Run 1, met3 routing:
Scale: 2 px per um.
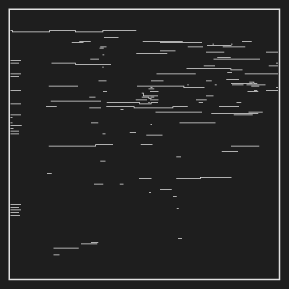
Run 1, gate-type map:
Scale: 4 px per um.
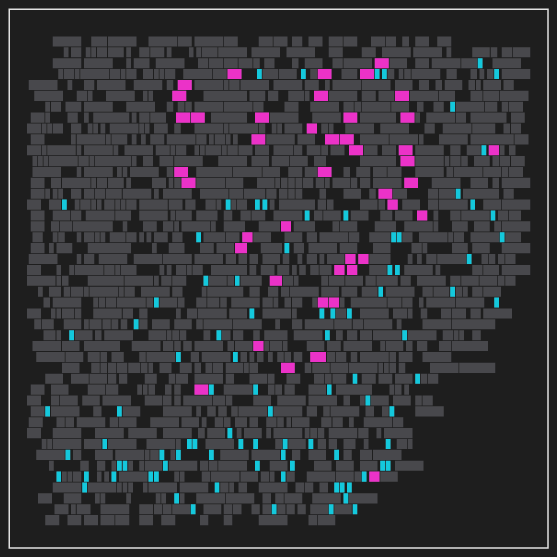
Run 1, M2 wires:
Scale: 2 px per um.
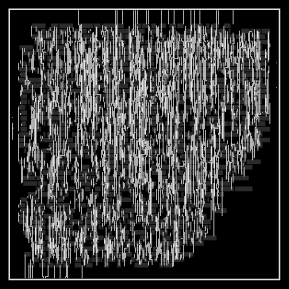
Run 1, cells by drive strength:
Scale: 4 px per um.
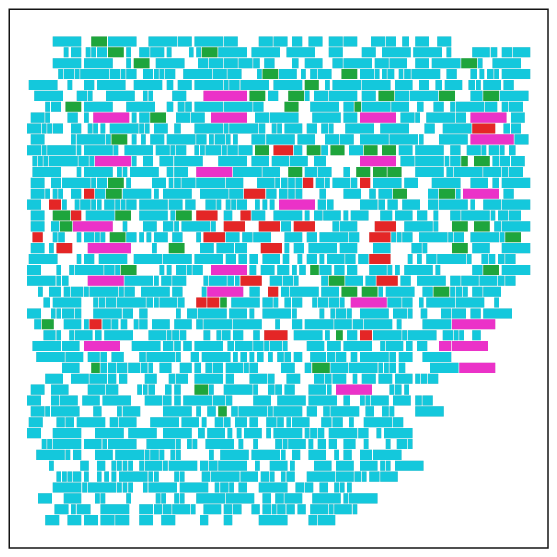
`config.mk`:
```
export PLATFORM = sky130hd
export DESIGN_NAME = perf_window_selector
export DESIGN_NICKNAME = d
export VERILOG_FILES = /design/src/rtl/perf_sel_pkg.sv /design/src/rtl/perf_window_selector_argsel.sv /design/src/rtl/perf_window_selector.sv
export SDC_FILE = /design/constraint.sdc
export NUM_CORES = 1
export LEC_CHECK = 0
export CAP_MARGIN = 30
export CORE_MARGIN = 4
export CORE_UTILIZATION = 61
export CTS_CLUSTER_DIAMETER = 200
export DETAILED_ROUTE_END_ITERATION = 10
export GPL_TIMING_DRIVEN = 1
export PLACE_DENSITY = 0.81
export SLEW_MARGIN = 10
export SYNTH_ARGS = -nofsm -noshare
export SYNTH_HDL_FRONTEND = slang
export SYNTH_SLANG_ARGS = --single-unit
```
`constraint.sdc`:
```
create_clock -name clk -period 8.36 [get_ports clk]
set_input_delay 1.254 -clock clk [delete_from_list [all_inputs] [get_ports clk]]
set_output_delay 1.254 -clock clk [all_outputs]
set_load 0.01 [all_outputs]
```
`src/rtl/perf_sel_pkg.sv`:
```
// Shared constants and types for the windowed perf selector.
// The entry struct is sized for the default 8-bit record datapath.
package perf_sel_pkg;
  localparam int MODE_MIN  = 0;
  localparam int MODE_MAX  = 1;
  localparam int ENT_DSIZE = 8;

  typedef struct packed {
    logic [ENT_DSIZE-1:0]   account;
    logic [2*ENT_DSIZE-1:0] perf;
  } win_entry_t;

  function automatic int clog2(input int v);
    int r;
    r = 0;
    for (int i = 0; i < 31; i++)
      if ((1 << i) < v) r = i + 1;
    return r;
  endfunction
endpackage

```
`src/rtl/perf_window_selector_argsel.sv`:
```
// Balanced combinational arg-min/arg-max tree over N {account, perf} entries.
// Index N-1 is the newest entry; on equal perf the newer entry wins.
module perf_argsel_tree #(
  parameter int N        = 5,
  parameter int DSIZE    = 8,
  parameter int MODE_MAX = 0
) (
  input  logic [N-1:0][DSIZE-1:0]   acc,
  input  logic [N-1:0][2*DSIZE-1:0] perf,
  output logic [DSIZE-1:0]          sel_acc,
  output logic [2*DSIZE-1:0]        sel_perf
);
  import perf_sel_pkg::*;

  generate
    if (N == 1) begin : g_leaf
      assign sel_acc  = acc[0];
      assign sel_perf = perf[0];
    end else begin : g_node
      localparam int NL = N / 2;
      localparam int NH = N - NL;

      logic [DSIZE-1:0]   lo_acc, hi_acc;
      logic [2*DSIZE-1:0] lo_perf, hi_perf;
      logic               lo_better;

      perf_argsel_tree #(.N(NL), .DSIZE(DSIZE), .MODE_MAX(MODE_MAX)) u_lo (
        .acc      (acc[NL-1:0]),
        .perf     (perf[NL-1:0]),
        .sel_acc  (lo_acc),
        .sel_perf (lo_perf)
      );

      perf_argsel_tree #(.N(NH), .DSIZE(DSIZE), .MODE_MAX(MODE_MAX)) u_hi (
        .acc      (acc[N-1:NL]),
        .perf     (perf[N-1:NL]),
        .sel_acc  (hi_acc),
        .sel_perf (hi_perf)
      );

      // The older half only wins on a strict improvement, so ties resolve to the newer half.
      assign lo_better = (MODE_MAX == perf_sel_pkg::MODE_MAX) ? (lo_perf > hi_perf)
                                                              : (lo_perf < hi_perf);
      assign sel_acc  = lo_better ? lo_acc  : hi_acc;
      assign sel_perf = lo_better ? lo_perf : hi_perf;
    end
  endgenerate
endmodule

```
`src/rtl/perf_window_selector.sv`:
```
// Sliding-window account selector: keeps the last WIN (account, A*T) records and
// emits the min (or max) perf account once per accepted record after the window fills.
module perf_window_selector #(
  parameter int DSIZE    = 8,
  parameter int WIN      = 5,
  parameter int MODE_MAX = 0
) (
  input  logic               clk,
  input  logic               rst,
  input  logic               in_valid,
  output logic               in_ready,
  input  logic [DSIZE-1:0]   in_account,
  input  logic [DSIZE-1:0]   in_A,
  input  logic [DSIZE-1:0]   in_T,
  input  logic               flush,
  output logic               out_valid,
  input  logic               out_ready,
  output logic [DSIZE-1:0]   out_account,
  output logic [2*DSIZE-1:0] out_perf
);
  import perf_sel_pkg::*;

  localparam int             PW       = 2 * DSIZE;
  localparam int             CW       = clog2(WIN + 1);
  localparam logic [CW-1:0]  CNT_FULL = CW'(WIN);

  logic [WIN-1:0][DSIZE-1:0] win_acc;
  logic [WIN-1:0][PW-1:0]    win_perf;
  logic [CW-1:0]             count, count_nxt;
  logic                      pend;
  logic                      accept, load, fill;
  logic [PW-1:0]             in_perf;
  logic [DSIZE-1:0]          sel_acc;
  logic [PW-1:0]             sel_perf;

  assign in_perf  = PW'(in_A) * PW'(in_T);
  assign in_ready = !rst && (!pend || !out_valid || out_ready);
  assign accept   = in_valid && in_ready;
  assign load     = pend && (!out_valid || out_ready);

  // A flush coinciding with an accept restarts the window on the new record.
  always_comb begin
    count_nxt = count;
    if (flush)
      count_nxt = accept ? CW'(1) : '0;
    else if (accept && count != CNT_FULL)
      count_nxt = count + CW'(1);
  end

  assign fill = accept && (count_nxt == CNT_FULL);

  perf_argsel_tree #(.N(WIN), .DSIZE(DSIZE), .MODE_MAX(MODE_MAX)) u_sel (
    .acc      (win_acc),
    .perf     (win_perf),
    .sel_acc  (sel_acc),
    .sel_perf (sel_perf)
  );

  always_ff @(posedge clk) begin
    if (rst) begin
      win_acc     <= '0;
      win_perf    <= '0;
      count       <= '0;
      pend        <= 1'b0;
      out_valid   <= 1'b0;
      out_account <= '0;
      out_perf    <= '0;
    end else begin
      if (accept) begin
        win_acc  <= {in_account, win_acc[WIN-1:1]};
        win_perf <= {in_perf, win_perf[WIN-1:1]};
      end
      count <= count_nxt;

      if (fill)
        pend <= 1'b1;
      else if (load || flush)
        pend <= 1'b0;

      // Load samples the window as it stood before this edge's accept.
      if (load) begin
        out_valid   <= 1'b1;
        out_account <= sel_acc;
        out_perf    <= sel_perf;
      end else if (out_ready) begin
        out_valid   <= 1'b0;
        out_account <= '0;
        out_perf    <= '0;
      end
    end
  end
endmodule

```
==> run summary, run 1 <==
Summary of implementation figures.

Synthesis
The share of the synthesized area in the top cell type is 0.306. The basic-gate share of the synthesized area counting and, or, nand and nor cells is 0.202. The synthesis stats list as the most numerous cell sky130_fd_sc_hd__nand2_1. The cell-mix breakdown from Yosys lists the adder-cell area share as 0.200.

The share of flip-flops with an asynchronous set or reset after synthesis is 0. Counting flops and latches in the post-synthesis netlist gives 149. The post-synth count of flops with an enable pin is 0. For this design, Yosys synthesis ends with a cell count of approximately 1.1k. Among the non-sequential cells, simple AND/OR/NAND/NOR gates take the most area. For reference, the mux area share after synthesis is 0.0825.

The synthesized netlist has a Yosys-reported chip area of a little under 10000 um2.

Setup path
For flop-to-flop paths, the worst setup slack is approximately 1.1 ns. The maximum fanout count along the critical path is 23. The kind of start point of the critical path is a flop. The worst register-to-register path begins at win_perf[65]. The worst setup path endpoint is out_account[2]. The number of buffers and inverters on the critical path is 3. The timing report gives the biggest stage delay along the critical path as about 0.63 ns. The critical path launch point is win_perf[65]. The worst setup path is captured at a flop.

CTS
The CTS tree is done. Looking at the worst setup and hold paths, the clock pins of their registers show a slew of approximately 0.06 ns. The post-CTS setup repair buffer count is 0.

Pwr
The group with the largest share of power is combinational cells. The fraction of power consumed by sequential logic is 0.282. The reported leakage power is 4.81 nW.

The combinational group share of total power is 0.432. The clock network consumes a total of approximately 0.0008 W. The power in combinational cells is between 0.001 and 0.0015 W.

Timing
The worst clock skew is a little over 0.008 ns. Final hold analysis gives a worst-case slack of ~0.45 ns. The final number of setup-violating endpoints is 0. The top achievable clock speed is ~0.14 GHz.

Floorplan
The design received a total of about 210 well taps at floorplan.

Final layout
The area occupied by registers is about 3000 um2. Measured on the finished design, the core utilization comes to 0.712. The clock-cell share of area is 0.0557.

There are approximately 150 flip-flops and latches. The layout report gives the register share of total cell area as 0.271. The layout has 18 clock buffers. In the layout the commonest cells are sky130_fd_sc_hd__nand2_1 (169), sky130_fd_sc_hd__dfxtp_1 (149), sky130_fd_sc_hd__ha_1 (98). The net count of the finished layout is ~1.3k. The multi-input combinational cells in the finished layout cover a total of 6180 um2. The layout has 61 buffers outside the clock class.

Global routing
Overall routing resource usage recorded by global route was 0.254. The number of global-route vias before repair is 7583.

Placement
The count of buffers from port buffering is approximately 54. The cell count after placement is around 1.3k.

Outcome
The run finished with clean final reports.

Route
The via density per instance is roughly 5.9. For this sky-water flow run, the detailed-routed wirelength per cell is reported as approximately 17 um.

Run
The number of warnings reported in the stage logs is 27. Across the run, the number of max-cap violations was 0.

Worst hold path
The end point of the worst hold path is win_acc[14].
## Picture notes: 'met3 routing'
The longest straight run is 24.8 um. 82 nets have wire on it.

## Picture notes: 'gate-type map'
Key: magenta = non-inverting ao/oa cells [cells 43]; cyan = inv cells [cells 92]

## Picture notes: 'M2 wires'
The wires run mostly vertical. The longest straight run is 57.3 um.
met2 demand-to-capacity share in global routing: 0.424
wire length reported by the detailed router: 22.3 mm
vias: 7807

## Picture notes: 'cells by drive strength'
Key: green = _2 cells [cells 57, share 5.1%, most used mux2_2]; red = _3 and _4 cells [cells 28, share 2.5%, most used mux2_4]; magenta = _6 and larger [cells 23, share 2.1%, most used clkbuf_16]; cyan = _0 and _1 cells [cells 1005, share 90%, most used nand2_1]
final std cell area, no fill: 11000 um2
worst-case setup margin in the final layout: 1.10 ns

==> run 1: metrics by stage <==
step	power (W)	worst slack (ns)
final	0.00280	1.10
after global routing	0.00297	0.616
after CTS	0.00280	1.23
after detailed placement	0.00200	1.32
after global placement	0.00197	1.47
after floorplan	0.00180	2.39
==> run 1: routing by layer <==
metal,vias to the layer above,part of all wire,global-route usage
li1,3807,-,-
met1,3775,0.45,0.344
met2,182,0.49,0.424
met3,43,0.041,0.0424
met4,0,0.017,0.0673
met5,-,0,0
==> run 1: sequential cells by signal (all words and copies together), names as in the netlist <==
signal	count
count	3
out_account	8
out_perf	16
out_valid	1
pend	1
win_acc	40
win_perf	80
Run 1, track usage over the die:
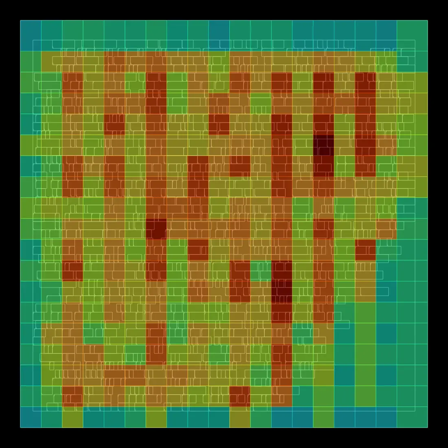

==> inputs of run 2 (changes only) <==
- CORE_UTILIZATION: 61 -> 55
- PLACE_DENSITY: 0.81 -> 0.77
- clock period: 8.36 -> 5.9 ns (I/O delays scaled with it)
Run 2, track usage over the die:
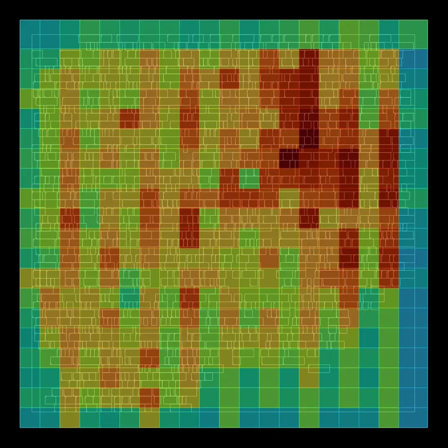
global routing usage summed across all routing layers: 0.241
met2 demand-to-capacity share in global routing: 0.408
routed wirelength normalized by instance count: 17.1 um
grt met1 use: 0.324
utilization after layout: 0.698

==> run 2 against run 1 <==
The flow now finishes with violations (negative setup slack). Synthesized cell count is the same. Sequential share of layout area shrank 2.4 points. Cell count grew 7.9%. Die area grew 10%. Worst setup slack lost 1.1 ns. Synthesized area is the same. Hold slack is essentially flat. Via count grew 4.6%. Highest routed layer unchanged.
==> run summary, run 2 <==
Summary of implementation figures.

Pwr
The biggest slice of the total power is consumed by combinational cells. The clock network power is 0.00110 W (+37%). The combinational group share of total power is 0.553 (+0.121). Per the summary, power density relative to cell area is roughly 410 nW/um2.

The fraction of power consumed by sequential logic is 0.225 (-0.057). The reported leakage power is 5.29 nW (+9.8%). The power in combinational cells is 0.00274 W (+130%). The total chip power was 0.00495 W (+77%).

Setup path
The kind of end point of the critical path is a flop. The worst setup path endpoint is out_perf[3]. The maximum fanout count along the critical path is 6 (-74%). The kind of start point of the critical path is a flop. The worst setup slack for register-to-register paths is -0.05 ns (-1.14 ns).

The critical path launch point is win_perf[75].

Final layout
The registers reported with the highest flop counts are win_perf x80, win_acc x40, out_perf x16. By instance count after routing, the leading logic cell types are sky130_fd_sc_hd__nand2_1 (169), sky130_fd_sc_hd__dfxtp_1 (147), sky130_fd_sc_hd__inv_1 (91). The number of flip-flops in the largest register is 80 (unchanged). The area of all placed cells without fillers is 12100 um2 (+9.8%).

The register name with the most flops is win_perf.

Outcome
The final reports fail on negative setup slack. The flow ran to the end, but the final reports show violations.

Route
The total met2 wirelength after detailed routing was 11.7 mm (+7.4%). The wire length on met1 is 11.0 mm (+8.7%). The via density per instance is 5.72 (-3.0%). The routed wire length on met3 came to 1.14 mm (+23%). The total detailed-routing wirelength is 24.4 mm (+9.4%). The top routing layer in use is met4.

Synthesis
The count of instantiated cells in the yosys netlist is 1077 (unchanged). The multiplexer share of the synthesized area is 0.0825 (unchanged). The most frequently used cell type in the post-synthesis netlist is sky130_fd_sc_hd__nand2_1. The share of the synthesized area in the top cell type is 0.306 (unchanged).

The basic-gate share of the synthesized area counting and, or, nand and nor cells came to 0.202 (unchanged). The top logic cell family in the synthesized netlist is simple AND/OR/NAND/NOR gates. The share of flip-flops with an asynchronous set or reset after synthesis is 0 (unchanged).

The number of register bits inferred by synthesis is 149 (unchanged).

Run
The stage-log warning count came to 28 (+3.7%). The number of max-cap violations is 0 (unchanged).

Floorplan
The die area is a little under 20000 um2. The die is 141 um tall.

CTS
The register clock-pin slew on the reported worst setup and hold paths is 0.07 ns (about the same). TritonCTS built the clock tree.

Placement
The cell count after placement is 1373 (+6.2%). The count of buffers from port buffering is 54 (unchanged).

Timing
The slack of the critical path is -0.0458 ns (-1.14 ns). The worst clock skew is 0.00846 ns (+0.000318 ns). The worst-case hold slack came to 0.454 ns (+0.000325 ns). Setup repair after global routing could not meet its margin everywhere. The final number of setup-violating endpoints came to 15 (+15).

Global routing
The number of global-route vias before repair came to 8016 (+5.7%). The busiest metal layer after global routing is met2. The global routing met3 resource utilization was 0.0387 (-0.00372).

Worst hold path
The path with the worst hold slack has its endpoint at win_acc[20].
## run 2: cell counts after synthesis
Identical to the previous run, type by type.
## run 2: area by class of cell
| type | count | area (um2) |
|---|---|---|
| Timing Repair Buffer | 149 | 1410 |
| Clock inverter | 15 | 183 |
| Sequential cell | 149 | 2990 |
| Multi-Input combinational cell | 781 | 6440 |
| Inverter | 92 | 345 |
| Clock buffer | 17 | 425 |
| Tap cell | 225 | 282 |
| Fill cell | 1321 | 5230 |
## run 2: what timing repair did
action                                  in CTS  in global routing
endpoints found under the setup margin      23                 24
gates resized                               14                 40
cloned                                       2                  3
setup buffers                                5                 12
pin swaps                                    5                 31
Power and IR drop assume default switching activity.
